==> src/rtl/mem_access_scheduler_if.sv <==
// Bus bundle between the memory access scheduler and its neighbours: load RS,
// store-commit path, memory unit, writeback, plus the store-buffer occupancy.
interface mem_access_scheduler_if #(
  parameter int SB_DEPTH = 4,
  parameter int ROB_IX_W = 3
);
  logic                          ld_valid_in;
  logic                          ld_ready_out;
  logic [31:0]                   ld_addr_in;
  logic [ROB_IX_W-1:0]           ld_rob_ix_in;
  logic                          st_valid_in;
  logic                          st_ready_out;
  logic [31:0]                   st_addr_in;
  logic [31:0]                   st_data_in;
  logic                          mu_valid_out;
  logic                          mu_load_or_store_out;
  logic [31:0]                   mu_load_addr_out;
  logic [ROB_IX_W-1:0]           mu_load_rob_ix_out;
  logic [31:0]                   mu_store_addr_out;
  logic [31:0]                   mu_store_data_out;
  logic                          mu_ready_in;
  logic                          mu_valid_in;
  logic [ROB_IX_W-1:0]           mu_rob_ix_in;
  logic [31:0]                   mu_data_in;
  logic                          mu_read_out;
  logic                          res_valid_out;
  logic                          res_ready_in;
  logic [ROB_IX_W-1:0]           res_rob_ix_out;
  logic [31:0]                   res_data_out;
  logic [$clog2(SB_DEPTH):0]     sb_count_out;

  modport slave (
    input  ld_valid_in, ld_addr_in, ld_rob_ix_in,
    input  st_valid_in, st_addr_in, st_data_in,
    input  mu_ready_in, mu_valid_in, mu_rob_ix_in, mu_data_in,
    input  res_ready_in,
    output ld_ready_out, st_ready_out,
    output mu_valid_out, mu_load_or_store_out, mu_load_addr_out, mu_load_rob_ix_out,
    output mu_store_addr_out, mu_store_data_out, mu_read_out,
    output res_valid_out, res_rob_ix_out, res_data_out, sb_count_out
  );

  modport master (
    output ld_valid_in, ld_addr_in, ld_rob_ix_in,
    output st_valid_in, st_addr_in, st_data_in,
    output mu_ready_in, mu_valid_in, mu_rob_ix_in, mu_data_in,
    output res_ready_in,
    input  ld_ready_out, st_ready_out,
    input  mu_valid_out, mu_load_or_store_out, mu_load_addr_out, mu_load_rob_ix_out,
    input  mu_store_addr_out, mu_store_data_out, mu_read_out,
    input  res_valid_out, res_rob_ix_out, res_data_out, sb_count_out
  );
endinterface

==> src/rtl/mem_access_scheduler.sv <==
// Arbitrates a single-ported memory unit between an in-order committed-store
// FIFO and one outstanding load, returning load results to writeback.
//
// state     | meaning
// IDLE      | may issue a store or the held load
// LOAD_WAIT | load issued, waiting for memory data; nothing issues
// RESULT    | result presented to writeback; stores may still issue
module mem_access_scheduler #(
  parameter int SB_DEPTH = 4,
  parameter int ROB_IX_W = 3
) (
  input logic                     clk_in,
  input logic                     rst_in,
  mem_access_scheduler_if.slave   bus
);
  localparam int PTR_W = $clog2(SB_DEPTH);
  localparam int CNT_W = PTR_W + 1;

  typedef enum logic [1:0] {IDLE, LOAD_WAIT, RESULT} state_t;

  state_t              state_q, state_d;
  logic [PTR_W-1:0]    wr_ptr_q, wr_ptr_d, rd_ptr_q, rd_ptr_d;
  logic [CNT_W-1:0]    count_q, count_d;
  logic [31:0]         sb_addr_q [SB_DEPTH];
  logic [31:0]         sb_addr_d [SB_DEPTH];
  logic [31:0]         sb_data_q [SB_DEPTH];
  logic [31:0]         sb_data_d [SB_DEPTH];
  logic                ld_held_q, ld_held_d;
  logic [31:0]         ld_addr_q, ld_addr_d;
  logic [ROB_IX_W-1:0] ld_rob_ix_q, ld_rob_ix_d;
  logic [31:0]         res_data_q, res_data_d;
  logic [ROB_IX_W-1:0] res_rob_ix_q, res_rob_ix_d;

  logic sb_full, sb_nonempty, conflict, st_push, st_issue, ld_issue, res_hs;

  assign sb_full     = (count_q == CNT_W'(SB_DEPTH));
  assign sb_nonempty = (count_q != '0);

  // An entry is live when its distance from the head is below the count.
  always_comb begin
    conflict = 1'b0;
    for (int i = 0; i < SB_DEPTH; i++) begin
      if ((CNT_W'(PTR_W'(PTR_W'(i) - rd_ptr_q)) < count_q) &&
          (sb_addr_q[i][31:2] == ld_addr_q[31:2]))
        conflict = 1'b1;
    end
  end

  assign ld_issue = bus.mu_ready_in && (state_q == IDLE) && ld_held_q &&
                    !conflict && !sb_full;
  assign st_issue = bus.mu_ready_in && (state_q != LOAD_WAIT) && sb_nonempty &&
                    !ld_issue;
  assign st_push  = bus.st_valid_in && bus.st_ready_out;
  assign res_hs   = (state_q == RESULT) && bus.res_ready_in;

  always_comb begin
    state_d      = state_q;
    wr_ptr_d     = wr_ptr_q;
    rd_ptr_d     = rd_ptr_q;
    count_d      = count_q + CNT_W'(st_push) - CNT_W'(st_issue);
    sb_addr_d    = sb_addr_q;
    sb_data_d    = sb_data_q;
    ld_held_d    = ld_held_q;
    ld_addr_d    = ld_addr_q;
    ld_rob_ix_d  = ld_rob_ix_q;
    res_data_d   = res_data_q;
    res_rob_ix_d = res_rob_ix_q;
    if (st_push) begin
      sb_addr_d[wr_ptr_q] = bus.st_addr_in;
      sb_data_d[wr_ptr_q] = bus.st_data_in;
      wr_ptr_d            = wr_ptr_q + PTR_W'(1);
    end
    if (st_issue) rd_ptr_d = rd_ptr_q + PTR_W'(1);
    if (bus.ld_valid_in && !ld_held_q) begin
      ld_held_d   = 1'b1;
      ld_addr_d   = bus.ld_addr_in;
      ld_rob_ix_d = bus.ld_rob_ix_in;
    end
    case (state_q)
      IDLE:      if (ld_issue) state_d = LOAD_WAIT;
      LOAD_WAIT: if (bus.mu_valid_in) begin
                   res_data_d   = bus.mu_data_in;
                   res_rob_ix_d = bus.mu_rob_ix_in;
                   state_d      = RESULT;
                 end
      RESULT:    if (res_hs) begin
                   ld_held_d = 1'b0;
                   state_d   = IDLE;
                 end
      default:   state_d = IDLE;
    endcase
  end

  always_ff @(posedge clk_in or negedge rst_in) begin
    if (!rst_in) begin
      state_q      <= IDLE;
      wr_ptr_q     <= '0;
      rd_ptr_q     <= '0;
      count_q      <= '0;
      ld_held_q    <= 1'b0;
      ld_addr_q    <= '0;
      ld_rob_ix_q  <= '0;
      res_data_q   <= '0;
      res_rob_ix_q <= '0;
      for (int i = 0; i < SB_DEPTH; i++) begin
        sb_addr_q[i] <= '0;
        sb_data_q[i] <= '0;
      end
    end else begin
      state_q      <= state_d;
      wr_ptr_q     <= wr_ptr_d;
      rd_ptr_q     <= rd_ptr_d;
      count_q      <= count_d;
      ld_held_q    <= ld_held_d;
      ld_addr_q    <= ld_addr_d;
      ld_rob_ix_q  <= ld_rob_ix_d;
      res_data_q   <= res_data_d;
      res_rob_ix_q <= res_rob_ix_d;
      sb_addr_q    <= sb_addr_d;
      sb_data_q    <= sb_data_d;
    end
  end

  // The load register stays occupied through RESULT, so a new load can only
  // be taken the cycle after the writeback handshake.
  assign bus.ld_ready_out         = !ld_held_q;
  assign bus.st_ready_out         = (count_q < CNT_W'(SB_DEPTH));
  assign bus.mu_valid_out         = st_issue || ld_issue;
  assign bus.mu_load_or_store_out = !(ld_issue || (state_q == LOAD_WAIT));
  assign bus.mu_load_addr_out     = ld_addr_q;
  assign bus.mu_load_rob_ix_out   = ld_rob_ix_q;
  assign bus.mu_store_addr_out    = sb_addr_q[rd_ptr_q];
  assign bus.mu_store_data_out    = sb_data_q[rd_ptr_q];
  assign bus.mu_read_out          = (state_q == LOAD_WAIT) && bus.mu_valid_in;
  assign bus.res_valid_out        = (state_q == RESULT);
  assign bus.res_rob_ix_out       = res_rob_ix_q;
  assign bus.res_data_out         = res_data_q;
  assign bus.sb_count_out         = count_q;
endmodule
==> src/flat_wrapper.sv <==
// flat-port wrapper written by rule: the top's interface ports become plain ports
module mem_access_scheduler_flat 
#(
  parameter int SB_DEPTH = 4,
  parameter int ROB_IX_W = 3
)
  (clk_in, rst_in, bus_ld_valid_in, bus_ld_addr_in, bus_ld_rob_ix_in, bus_st_valid_in, bus_st_addr_in, bus_st_data_in, bus_mu_ready_in, bus_mu_valid_in, bus_mu_rob_ix_in, bus_mu_data_in, bus_res_ready_in, bus_ld_ready_out, bus_st_ready_out, bus_mu_valid_out, bus_mu_load_or_store_out, bus_mu_load_addr_out, bus_mu_load_rob_ix_out, bus_mu_store_addr_out, bus_mu_store_data_out, bus_mu_read_out, bus_res_valid_out, bus_res_rob_ix_out, bus_res_data_out, bus_sb_count_out);
  mem_access_scheduler_if #(.SB_DEPTH(SB_DEPTH), .ROB_IX_W(ROB_IX_W)) bus_i ();
  input logic clk_in;
  input logic rst_in;
  input wire logic [$bits(bus_i.ld_valid_in)-1:0] bus_ld_valid_in;
  input wire logic [$bits(bus_i.ld_addr_in)-1:0] bus_ld_addr_in;
  input wire logic [$bits(bus_i.ld_rob_ix_in)-1:0] bus_ld_rob_ix_in;
  input wire logic [$bits(bus_i.st_valid_in)-1:0] bus_st_valid_in;
  input wire logic [$bits(bus_i.st_addr_in)-1:0] bus_st_addr_in;
  input wire logic [$bits(bus_i.st_data_in)-1:0] bus_st_data_in;
  input wire logic [$bits(bus_i.mu_ready_in)-1:0] bus_mu_ready_in;
  input wire logic [$bits(bus_i.mu_valid_in)-1:0] bus_mu_valid_in;
  input wire logic [$bits(bus_i.mu_rob_ix_in)-1:0] bus_mu_rob_ix_in;
  input wire logic [$bits(bus_i.mu_data_in)-1:0] bus_mu_data_in;
  input wire logic [$bits(bus_i.res_ready_in)-1:0] bus_res_ready_in;
  output wire logic [$bits(bus_i.ld_ready_out)-1:0] bus_ld_ready_out;
  output wire logic [$bits(bus_i.st_ready_out)-1:0] bus_st_ready_out;
  output wire logic [$bits(bus_i.mu_valid_out)-1:0] bus_mu_valid_out;
  output wire logic [$bits(bus_i.mu_load_or_store_out)-1:0] bus_mu_load_or_store_out;
  output wire logic [$bits(bus_i.mu_load_addr_out)-1:0] bus_mu_load_addr_out;
  output wire logic [$bits(bus_i.mu_load_rob_ix_out)-1:0] bus_mu_load_rob_ix_out;
  output wire logic [$bits(bus_i.mu_store_addr_out)-1:0] bus_mu_store_addr_out;
  output wire logic [$bits(bus_i.mu_store_data_out)-1:0] bus_mu_store_data_out;
  output wire logic [$bits(bus_i.mu_read_out)-1:0] bus_mu_read_out;
  output wire logic [$bits(bus_i.res_valid_out)-1:0] bus_res_valid_out;
  output wire logic [$bits(bus_i.res_rob_ix_out)-1:0] bus_res_rob_ix_out;
  output wire logic [$bits(bus_i.res_data_out)-1:0] bus_res_data_out;
  output wire logic [$bits(bus_i.sb_count_out)-1:0] bus_sb_count_out;
  assign bus_i.ld_valid_in = bus_ld_valid_in;
  assign bus_i.ld_addr_in = bus_ld_addr_in;
  assign bus_i.ld_rob_ix_in = bus_ld_rob_ix_in;
  assign bus_i.st_valid_in = bus_st_valid_in;
  assign bus_i.st_addr_in = bus_st_addr_in;
  assign bus_i.st_data_in = bus_st_data_in;
  assign bus_i.mu_ready_in = bus_mu_ready_in;
  assign bus_i.mu_valid_in = bus_mu_valid_in;
  assign bus_i.mu_rob_ix_in = bus_mu_rob_ix_in;
  assign bus_i.mu_data_in = bus_mu_data_in;
  assign bus_i.res_ready_in = bus_res_ready_in;
  assign bus_ld_ready_out = bus_i.ld_ready_out;
  assign bus_st_ready_out = bus_i.st_ready_out;
  assign bus_mu_valid_out = bus_i.mu_valid_out;
  assign bus_mu_load_or_store_out = bus_i.mu_load_or_store_out;
  assign bus_mu_load_addr_out = bus_i.mu_load_addr_out;
  assign bus_mu_load_rob_ix_out = bus_i.mu_load_rob_ix_out;
  assign bus_mu_store_addr_out = bus_i.mu_store_addr_out;
  assign bus_mu_store_data_out = bus_i.mu_store_data_out;
  assign bus_mu_read_out = bus_i.mu_read_out;
  assign bus_res_valid_out = bus_i.res_valid_out;
  assign bus_res_rob_ix_out = bus_i.res_rob_ix_out;
  assign bus_res_data_out = bus_i.res_data_out;
  assign bus_sb_count_out = bus_i.sb_count_out;
  mem_access_scheduler #(.SB_DEPTH(SB_DEPTH), .ROB_IX_W(ROB_IX_W)) u_core (.clk_in(clk_in), .rst_in(rst_in), .bus(bus_i));
endmodule
==> config.mk <==
export PLATFORM = sky130hd
export DESIGN_NAME = mem_access_scheduler_flat
export DESIGN_NICKNAME = d
export VERILOG_FILES = /design/src/rtl/mem_access_scheduler_if.sv /design/src/rtl/mem_access_scheduler.sv /design/src/flat_wrapper.sv
export SDC_FILE = /design/constraint.sdc
export NUM_CORES = 1
export LEC_CHECK = 0
export CAP_MARGIN = 15
export CORE_ASPECT_RATIO = 0.75
export CORE_MARGIN = 2
export CORE_UTILIZATION = 58
export CTS_CLUSTER_SIZE = 24
export DETAILED_ROUTE_END_ITERATION = 12
export DONT_BUFFER_PORTS = 1
export GPL_ROUTABILITY_DRIVEN = 1
export PLACE_DENSITY = 0.74
export SLEW_MARGIN = 20
export SYNTH_ARGS = -nofsm -noshare
export SYNTH_HDL_FRONTEND = slang
export SYNTH_SLANG_ARGS = --single-unit
==> constraint.sdc <==
create_clock -name clk_in -period 4.5 [get_ports clk_in]
set_input_delay 1.35 -clock clk_in [delete_from_list [all_inputs] [get_ports clk_in]]
set_output_delay 1.35 -clock clk_in [all_outputs]
set_load 0.005 [all_outputs]
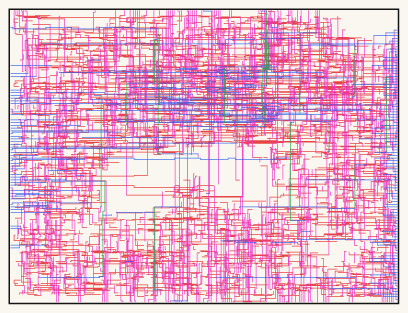
(routed metal, one color a layer)
Scale: 2 px per um.
legend:
  metal 4:
    color: green
    wire_length: 837 um
  metal 2:
    color: magenta
    wire_length: 16100 um
  metal 1:
    color: red
    wire_length: 16300 um
  metal 3:
    color: blue
    wire_length: 4160 um

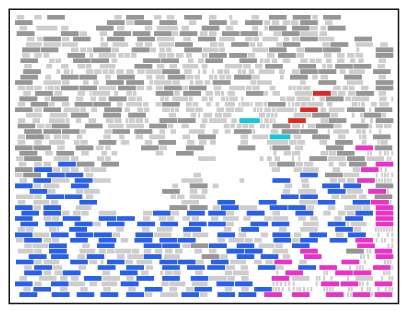
(where the registers sit)
Scale: 2 px per um. Other sequential cells in the stronger gray, the rest of the logic in the fainter gray.
legend:
  u_core.bus.res_data_out:
    color: magenta
    placed_flops: 32
    where: south-east
  u_core.sb_data_q:
    color: blue
    placed_flops: 128
  u_core.bus.sb_count_out:
    color: red
    placed_flops: 3
  u_core.rd_ptr_q:
    color: cyan
    placed_flops: 2
not colored: 171

==> CHANGELOG.md <==
### Metrics

- Status: finished, final reports clean
- ANT nets after route: 0
- Worst Path Arrival: 3.02 ns
- CTS tree: done
- Num rows: around 52
- Max transition margin: 14.4%
- Routed via count: about 9100
- EDFF count, synth: 0
- Synth warnings: 0
- Htree depth: 2
- Placed insts: ~1400
- Placed instance area: roughly 16000 um2
- Fin cells: 1451
- I/O pin cnt: 284
- Ys cells: 1111
- Max Freq: ~230 MHz
- Simple Share, Synth: slightly below 5%
- Worst setup SP type: flop
- DRT Pass-1 Iters: 5
- Synth Cell Area: roughly 16000 um2
- P&R area growth vs syn: 9.08%
- Floorplan utilization: about 59%
- Worst-margin pin slew: 1.28 ns
- Sequential group share of total power: 41.1%
- Comb pwr share: a little under two fifths
- Worst R2R End: u_core.bus.sb_count_out[2]$_DFF_PN0_
- Post-route cell area: 17100 um2
- RePlAce Congestion: approximately 0.94
- Die Ht: ~150 um
- Internal: just over 9 mW
- FF-to-FF setup slack: a little under 0.8 ns
- Hold Crit Start: u_core.sb_data_q[20]$_DFFE_PN0P_
- Initial detailed-routing violation count: ~660
- Synth mux share: a little under a third
- Avg Vias per Cell: around 6.2
- Critical Path Sink: bus_mu_load_or_store_out
- Worst Hold Path EP: u_core.sb_data_q[20]$_DFFE_PN0P_
- Final slew viol count: 0
- Dpl hpwl: about 25000 um
- Clock Sink Count: between 300 and 400
- Core box area: between 20000 and 30000 um2
- Final period util: 97.0%
- Yosys Chip Area: approximately 16000 um2
- Clk root buf: clkbuf_16
- Hold_buf cts: 0
- Worst hold-check path type: reg2reg
- Area of the die: 28400 um2
- Vias in the first global route: ~9300
- Layout Utilization: between 60% and 70%
- Clock Skews: approximately 0.023 ns
- Power Density: approximately 850 nW/um2
- Netlist cell types: between 40 and 50
- Max cap viols: 0
- Layout cells sized above 1: a little over a third
- IO buf count: 0
- Clock Latency Late Sink: 0.53 ns
- Adders+Majority by Area: 0.925%
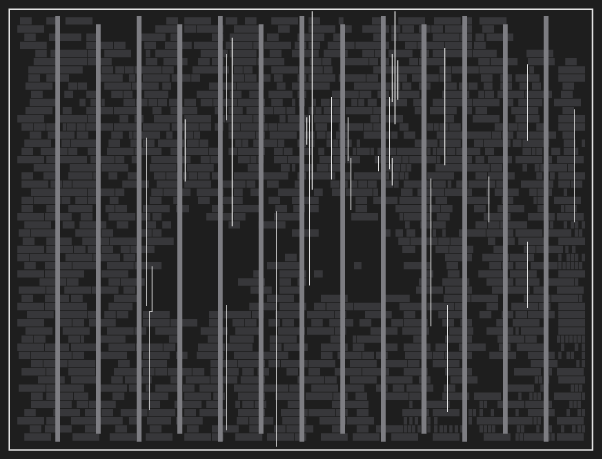
(M4 wires)
Scale: 3 px per um. Supply wires on this layer in gray.
main direction: vertical
share of all routed wire: 2.2%
wire length on this layer: 837 um
nets with wire on the layer: 19

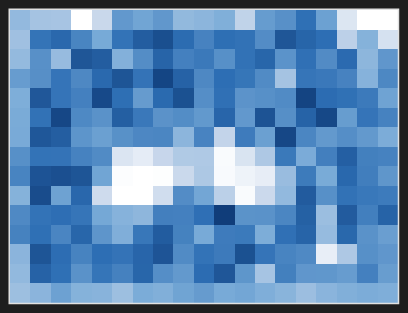
(local utilization)
Scale: 2 px per um. 19 x 15 tiles, from white (low) to dark blue (high), 0 to 100% covered.
mean over tiles: 59%
fullest tile: 95%
nearly empty tiles: 2.8%

logic make-up after synthesis:
family,count (synthesis)
AOI/OAI and AO/OA,25
xor gates and xnor gates,123
adders and majority gates,11
buffers and inverters,97
DFF,336
muxes,355
and+or+nand+nor,164
placed cells by master (no fill, tap or decap), types with 2 or more instances in the layout:
master and n:
dfrtp_1 334, mux2_2 250, nand2_1 110, xnor2_1 94
mux4_2 64, mux2_1 41, clkbuf_16 37, xor2_1 29
nand4_1 27, inv_1 13, ha_1 10, clkinv_2 7
buf_4 7, a21oi_1 6, clkbuf_1 5, clkbuf_8 5
a2111o_1 4, nor2_1 4, nand2_4 4, o21ai_0 4
bufinv_16 4, nor4_1 3, nor4_2 3, nand2b_1 3
diode_2 2, inv_2 2, nand3_1 2, a2111oi_0 2
a311o_1 2, dfrtp_4 2
power by group through the flow:
stage / combinational, mW / clock, mW / sequential [mW]
2_1_floorplan: 4.51 / 0 / 5.34
3_3_place_gp: 5.39 / 0 / 5.93
3_5_place_dp: 5.48 / 0 / 6.02
4_1_cts: 5.52 / 3.04 / 5.97
5_1_grt: 5.94 / 3.17 / 6.17
6_report: 5.55 / 2.99 / 5.97
final cells by class:
cell class                 instances  area, um2
timing repair buffer               8       63.8
antenna                            2       5.00
inverter                          16       60.1
fill                            1989       9690
sequential                       336       8420
tap                              351        439
clock buffer                      47       1010
clock inverter                    13        171
multi-input combinational        678       6940
through the flow:
stage / setup slack (ns) / total power [mW]
2_1_floorplan: 0.328 / 9.84
3_3_place_gp: 0.717 / 11.3
3_5_place_dp: 0.614 / 11.5
4_1_cts: 0.0398 / 14.5
5_1_grt: 0.0619 / 15.3
6_report: 0.133 / 14.5
registers in the layout (all words and copies together), names as in the netlist:
| signal | flops |
|---|---|
| u_core.sb_data_q | 128 |
| u_core.bus.mu_load_addr_out | 32 |
| u_core.bus.mu_load_rob_ix_out | 3 |
| u_core.ld_held_q | 1 |
| u_core.wr_ptr_q | 2 |
| u_core.state_q | 2 |
| u_core.bus.res_rob_ix_out | 3 |
| u_core.sb_addr_q | 128 |
| u_core.bus.sb_count_out | 3 |
| u_core.rd_ptr_q | 2 |
| u_core.bus.res_data_out | 32 |
cell usage after synthesis (10+ instances only):
master,n
xor2_1,29
xnor2_1,94
mux2_1,41
mux4_2,64
nand4_1,27
ha_1,10
clkbuf_1,64
nand2_1,114
dfrtp_1,336
inv_1,13
buf_1,12
mux2_2,250
timing repair:
| action | 4_1_cts | 5_1_grt |
|---|---|---|
| gates resized | 0 | 1 |
| setup endpoints to repair | 0 | 2 |
| setup buffers | 0 | 1 |
| hold endpoints to repair | 0 | 0 |
layer usage:
metal	wire (um)	part of all wire, %	up-vias	GRT usage, %
met5	0	0	-	0
met4	837	2.2	0	7.65
met3	4160	11	61	9.66
met2	16100	43	382	37.6
met1	16300	44	4742	39.1
li1	-	-	3870	-
critical path, cell delays in order, from the launching register on:
cell and delay (ns):
dfrtp_1 0.53, inv_1 0.21, ha_1 0.35, inv_1 0.04
a2111oi_0 0.51, nand4_1 0.35, nand4_1 0.32, and2_1 0.19
Power and IR drop assume default switching activity.
